<file path="config.mk">
export PLATFORM = sky130hd
export DESIGN_NAME = jedro_1_lsu
export DESIGN_NICKNAME = d
export VERILOG_FILES = /design/src/rtl/jedro_1_lsu_pkg.sv /design/src/rtl/jedro_1_lsu_align.sv /design/src/rtl/jedro_1_lsu.sv
export SDC_FILE = /design/constraint.sdc
export NUM_CORES = 1
export LEC_CHECK = 0
export CORE_ASPECT_RATIO = 0.75
export CORE_MARGIN = 1
export CORE_UTILIZATION = 30
export CTS_CLUSTER_DIAMETER = 80
export DETAILED_ROUTE_END_ITERATION = 6
export GPL_TIMING_DRIVEN = 0
export PLACE_DENSITY_LB_ADDON = 0.15
export RECOVER_POWER = 50
export SLEW_MARGIN = 20
export SYNTH_ARGS = -nofsm -noshare
export SYNTH_HDL_FRONTEND = slang
export SYNTH_SLANG_ARGS = --single-unit
</file>
<file path="constraint.sdc">
create_clock -name clk_i -period 3 [get_ports clk_i]
set_input_delay 0.6 -clock clk_i [delete_from_list [all_inputs] [get_ports clk_i]]
set_output_delay 0.6 -clock clk_i [all_outputs]
set_load 0.03 [all_outputs]
</file>
<file path="src/rtl/jedro_1_lsu_pkg.sv">
// Shared LSU definitions for jedro_1: op encoding, FSM states and op classification helpers.
package jedro_1_defines;

  localparam int LSU_CTRL_WIDTH = 4;

  // bit3 = store, bit2 = unsigned, bits[1:0] = size
  localparam logic [LSU_CTRL_WIDTH-1:0] LSU_LB  = 4'b0000;
  localparam logic [LSU_CTRL_WIDTH-1:0] LSU_LH  = 4'b0001;
  localparam logic [LSU_CTRL_WIDTH-1:0] LSU_LW  = 4'b0010;
  localparam logic [LSU_CTRL_WIDTH-1:0] LSU_LBU = 4'b0100;
  localparam logic [LSU_CTRL_WIDTH-1:0] LSU_LHU = 4'b0101;
  localparam logic [LSU_CTRL_WIDTH-1:0] LSU_SB  = 4'b1000;
  localparam logic [LSU_CTRL_WIDTH-1:0] LSU_SH  = 4'b1001;
  localparam logic [LSU_CTRL_WIDTH-1:0] LSU_SW  = 4'b1010;

  localparam logic [1:0] LSU_SIZE_B = 2'b00;
  localparam logic [1:0] LSU_SIZE_H = 2'b01;
  localparam logic [1:0] LSU_SIZE_W = 2'b10;

  typedef enum logic [1:0] {
    LSU_IDLE    = 2'b00,
    LSU_REQ     = 2'b01,
    LSU_WAIT_RD = 2'b10,
    LSU_WB      = 2'b11
  } lsu_state_e;

  function automatic logic lsu_ctrl_legal(input logic [LSU_CTRL_WIDTH-1:0] ctrl);
    case (ctrl)
      LSU_LB, LSU_LH, LSU_LW, LSU_LBU, LSU_LHU, LSU_SB, LSU_SH, LSU_SW: lsu_ctrl_legal = 1'b1;
      default: lsu_ctrl_legal = 1'b0;
    endcase
  endfunction

  function automatic logic lsu_misaligned(input logic [LSU_CTRL_WIDTH-1:0] ctrl,
                                          input logic [1:0] addr_lo);
    case (ctrl[1:0])
      LSU_SIZE_H: lsu_misaligned = addr_lo[0];
      LSU_SIZE_W: lsu_misaligned = (addr_lo != 2'b00);
      default:    lsu_misaligned = 1'b0;
    endcase
  endfunction

  // Drop the sub-size address bits so halfwords and words land on their natural boundary.
  function automatic logic [31:0] lsu_force_align(input logic [LSU_CTRL_WIDTH-1:0] ctrl,
                                                  input logic [31:0] addr);
    case (ctrl[1:0])
      LSU_SIZE_H: lsu_force_align = {addr[31:1], 1'b0};
      LSU_SIZE_W: lsu_force_align = {addr[31:2], 2'b00};
      default:    lsu_force_align = addr;
    endcase
  endfunction

endpackage

</file>
<file path="src/rtl/jedro_1_lsu_align.sv">
// Byte-lane steering for jedro_1 LSU: store byte enables/lane replication and load extraction/extension.
module jedro_1_lsu_align
  import jedro_1_defines::*;
(
  input  logic [LSU_CTRL_WIDTH-1:0] ctrl,
  input  logic [1:0]                addr_lo,
  input  logic [31:0]               store_data,
  input  logic [31:0]               load_word,
  output logic [3:0]                byte_en,
  output logic [31:0]               lane_data,
  output logic [31:0]               load_data
);

  logic [7:0]  byte_s;
  logic [15:0] half_s;

  assign byte_s = load_word[{addr_lo, 3'b000} +: 8];
  assign half_s = addr_lo[1] ? load_word[31:16] : load_word[15:0];

  // Store side: byte enables and replicated lane data
  always_comb begin
    byte_en   = 4'b0000;
    lane_data = store_data;
    if (ctrl[3]) begin
      case (ctrl[1:0])
        LSU_SIZE_B: begin
          byte_en   = 4'b0001 << addr_lo;
          lane_data = {4{store_data[7:0]}};
        end
        LSU_SIZE_H: begin
          byte_en   = addr_lo[1] ? 4'b1100 : 4'b0011;
          lane_data = {2{store_data[15:0]}};
        end
        LSU_SIZE_W: byte_en = 4'b1111;
        default:    byte_en = 4'b0000;
      endcase
    end else begin
      byte_en = 4'b0000;
    end
  end

  // Load side: select lane then sign- or zero-extend
  always_comb begin
    load_data = load_word;
    case (ctrl[1:0])
      LSU_SIZE_B: load_data = ctrl[2] ? {24'h000000, byte_s} : {{24{byte_s[7]}}, byte_s};
      LSU_SIZE_H: load_data = ctrl[2] ? {16'h0000, half_s} : {{16{half_s[15]}}, half_s};
      LSU_SIZE_W: load_data = load_word;
      default:    load_data = load_word;
    endcase
  end

endmodule

</file>
<file path="src/rtl/jedro_1_lsu.sv">
// jedro_1 load-store unit: one data-RAM transaction at a time over req/gnt/rvalid.
// Optional macro LSU_MISALIGN_EXC_EN: reject misaligned accesses instead of forcing alignment.
module jedro_1_lsu
  import jedro_1_defines::*;
#(
  parameter int DATA_WIDTH     = 32,
  parameter int REG_ADDR_WIDTH = 5
) (
  input  logic                      clk_i,
  input  logic                      rst_i,
  input  logic                      ctrl_valid_i,
  output logic                      ctrl_ready_o,
  input  logic [LSU_CTRL_WIDTH-1:0] ctrl_i,
  input  logic [DATA_WIDTH-1:0]     addr_i,
  input  logic [DATA_WIDTH-1:0]     wdata_i,
  input  logic [REG_ADDR_WIDTH-1:0] regdest_i,
  output logic                      ram_req_o,
  input  logic                      ram_gnt_i,
  output logic [3:0]                ram_we_o,
  output logic [DATA_WIDTH-1:0]     ram_addr_o,
  output logic [DATA_WIDTH-1:0]     ram_wdata_o,
  input  logic                      ram_rvalid_i,
  input  logic [DATA_WIDTH-1:0]     ram_rdata_i,
  output logic                      wb_valid_o,
  output logic [REG_ADDR_WIDTH-1:0] wb_addr_o,
  output logic [DATA_WIDTH-1:0]     wb_data_o,
  output logic                      misaligned_o,
  output logic                      busy_o
);

  lsu_state_e                state_r;
  logic [LSU_CTRL_WIDTH-1:0] ctrl_r;
  logic [1:0]                addr_lo_r;
  logic [REG_ADDR_WIDTH-1:0] regdest_r;
  logic                      misaligned_r;

  logic                      accept_s;
  logic                      misalign_s;
  logic [DATA_WIDTH-1:0]     eff_addr_s;
  logic [LSU_CTRL_WIDTH-1:0] align_ctrl_s;
  logic [1:0]                align_addr_s;
  logic [3:0]                byte_en_s;
  logic [DATA_WIDTH-1:0]     lane_data_s;
  logic [DATA_WIDTH-1:0]     load_data_s;

  assign accept_s   = ctrl_valid_i && (state_r == LSU_IDLE) && lsu_ctrl_legal(ctrl_i);
  assign eff_addr_s = lsu_force_align(ctrl_i, addr_i);
`ifdef LSU_MISALIGN_EXC_EN
  assign misalign_s = lsu_misaligned(ctrl_i, addr_i[1:0]);
`else
  assign misalign_s = 1'b0;
`endif

  // In IDLE the aligner sees the incoming op (store lanes); afterwards the captured op (load extract).
  assign align_ctrl_s = (state_r == LSU_IDLE) ? ctrl_i : ctrl_r;
  assign align_addr_s = (state_r == LSU_IDLE) ? eff_addr_s[1:0] : addr_lo_r;

  jedro_1_lsu_align u_align (
    .ctrl       (align_ctrl_s),
    .addr_lo    (align_addr_s),
    .store_data (wdata_i),
    .load_word  (ram_rdata_i),
    .byte_en    (byte_en_s),
    .lane_data  (lane_data_s),
    .load_data  (load_data_s)
  );

  assign ctrl_ready_o = (state_r == LSU_IDLE);
  assign busy_o       = (state_r != LSU_IDLE);
  assign misaligned_o = misaligned_r;

  // Transaction FSM with registered bus and writeback outputs
  always_ff @(posedge clk_i) begin
    if (rst_i) begin
      state_r      <= LSU_IDLE;
      ctrl_r       <= 4'b0000;
      addr_lo_r    <= 2'b00;
      regdest_r    <= '0;
      misaligned_r <= 1'b0;
      ram_req_o    <= 1'b0;
      ram_we_o     <= 4'b0000;
      ram_addr_o   <= '0;
      ram_wdata_o  <= '0;
      wb_valid_o   <= 1'b0;
      wb_addr_o    <= '0;
      wb_data_o    <= '0;
    end else begin
      wb_valid_o   <= 1'b0;
      misaligned_r <= 1'b0;
      case (state_r)
        LSU_IDLE: begin
          if (accept_s) begin
            if (misalign_s) begin
              misaligned_r <= 1'b1;
            end else begin
              ctrl_r      <= ctrl_i;
              addr_lo_r   <= eff_addr_s[1:0];
              regdest_r   <= regdest_i;
              ram_req_o   <= 1'b1;
              ram_we_o    <= byte_en_s;
              ram_addr_o  <= {eff_addr_s[DATA_WIDTH-1:2], 2'b00};
              ram_wdata_o <= lane_data_s;
              state_r     <= LSU_REQ;
            end
          end
        end
        LSU_REQ: begin
          if (ram_gnt_i) begin
            ram_req_o <= 1'b0;
            ram_we_o  <= 4'b0000;
            state_r   <= ctrl_r[3] ? LSU_IDLE : LSU_WAIT_RD;
          end
        end
        LSU_WAIT_RD: begin
          if (ram_rvalid_i) begin
            wb_data_o  <= load_data_s;
            wb_addr_o  <= regdest_r;
            wb_valid_o <= (regdest_r != '0);
            state_r    <= LSU_WB;
          end
        end
        LSU_WB:  state_r <= LSU_IDLE;
        default: state_r <= LSU_IDLE;
      endcase
    end
  end

endmodule
</file>
==> results.cfg <==
; yosys + openroad results
[pwr]
power.switching_uw = 1413
pg_clk_uw = 2140
cellPowerDensity_nw_per_um2 = 545.7
swShare_pct = 29.36
p_leak_uw = 0.003451

[min_path]
hp-class = register to register
worstHoldEndpoint = ram_wdata_o[13]

[final_timing]
rsz0062_at_grt = no
slew_headroom_pct = 44.35
slew_viol_final = 0
whs_ns = 0.4486
min_period_over_period_pct = 94.97
tightest_slew_ns = 0.8348

[grt]
grt_util_met2_pct = 31.52
first_global_vias = 5741
grt_pass1_wl_um = 32620
grt_antenna_before_repair = 0

[layout]
final_cell_mix = nand2_1, dfxtp_1, clkdlybuf4s50_1, dlygate4sd3_1, a21oi_1
reg_top3 = ram_wdata_o (32), wb_data_o (32), ram_addr_o (30)
largest_cell_class = multi-input combinational cells
area_growth_pct = 56.64
nClkBuffers = 21

[setup_path]
reg2reg_slack_ns = 0.54
crit_start = ctrl_i[1]
crit_path_end = wb_data_o[7]
required_ns = 3.28
setup.worst_path.end_class = register
timing.rr.start = state_r[0]
worstPathBufferInverterCount = 4

[synth]
ys_sh_mux_pct = 3.000
logic_family = AND-OR/OR-AND gates
yosysUniqueCellTypes = 52
syn_inst = 708
aoi_share_pct = 27.47

[placement]
dp_cells = 1167

[detailed_routing]
wl_met1_um = 9890

[die]
die_h_um = 120.6

[clocking]
cts_tree = done
path_clk_slew_ns = 0.06

[run_status]
outcome = completed
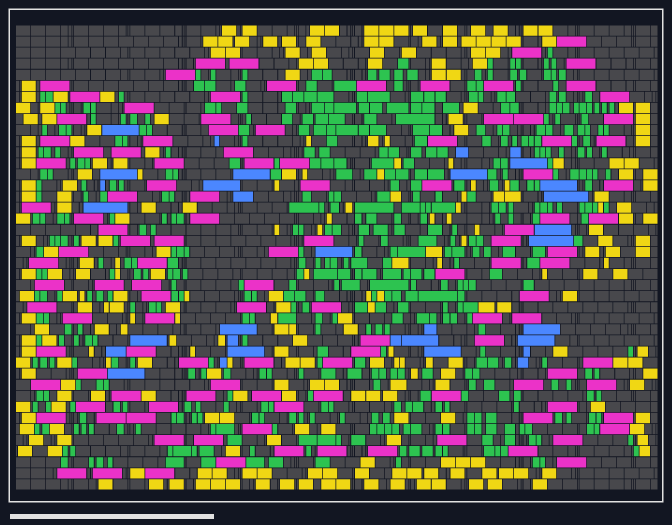
Fig. 1. Placed cells, one colour a class.
Bar = 50 um. Fill, decap, tap and diode cells in grey.
| class | colour | cells |
|---|---|---|
| clock drivers and dummy loads | blue | 32 |
| all other logic | green | 532 |
| flip-flops | magenta | 118 |
| other buffers and delay cells | yellow | 276 |

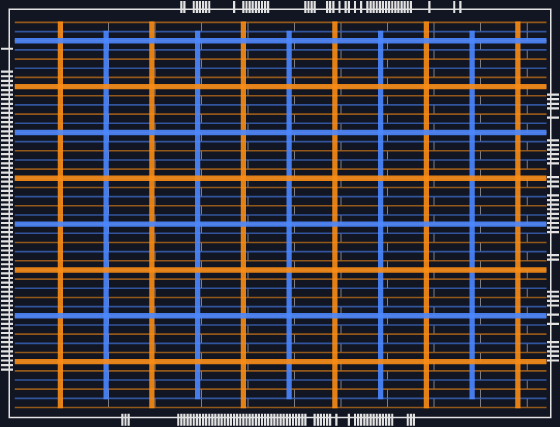
Fig. 2. Floorplan with the power grid.
Pins as bars on the die edge. Tap cells in grey.
| net | colour |
|---|---|
| VSS | orange |
| VDD | blue |
met1 rails: 43
met4 straps: 11
tap cells: 242
signal pins: 220

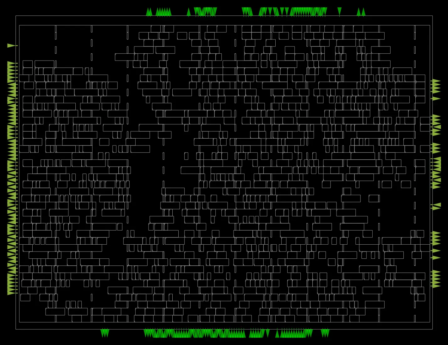
Fig. 3. Cell placement.
num rows: 42
Finished Layout Cells: 1,200
Flop Count: 118
Fill cells: 1,780

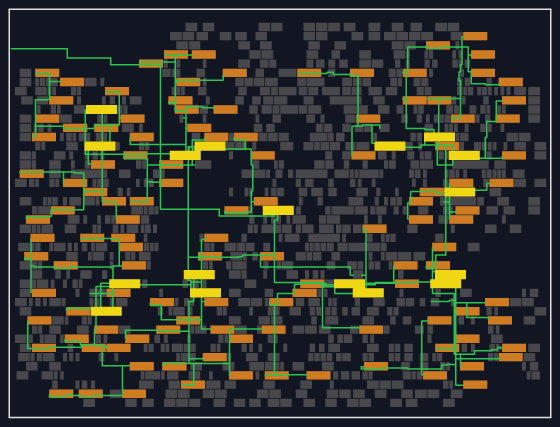
Fig. 4. Clock wires, drivers and flops.
[cells driving clock nets] yellow | count: 17
[flip-flops] orange | count: 118
[clock wires] green | length: 1,890 um
routed clock nets: 18
flops lie: widely spread

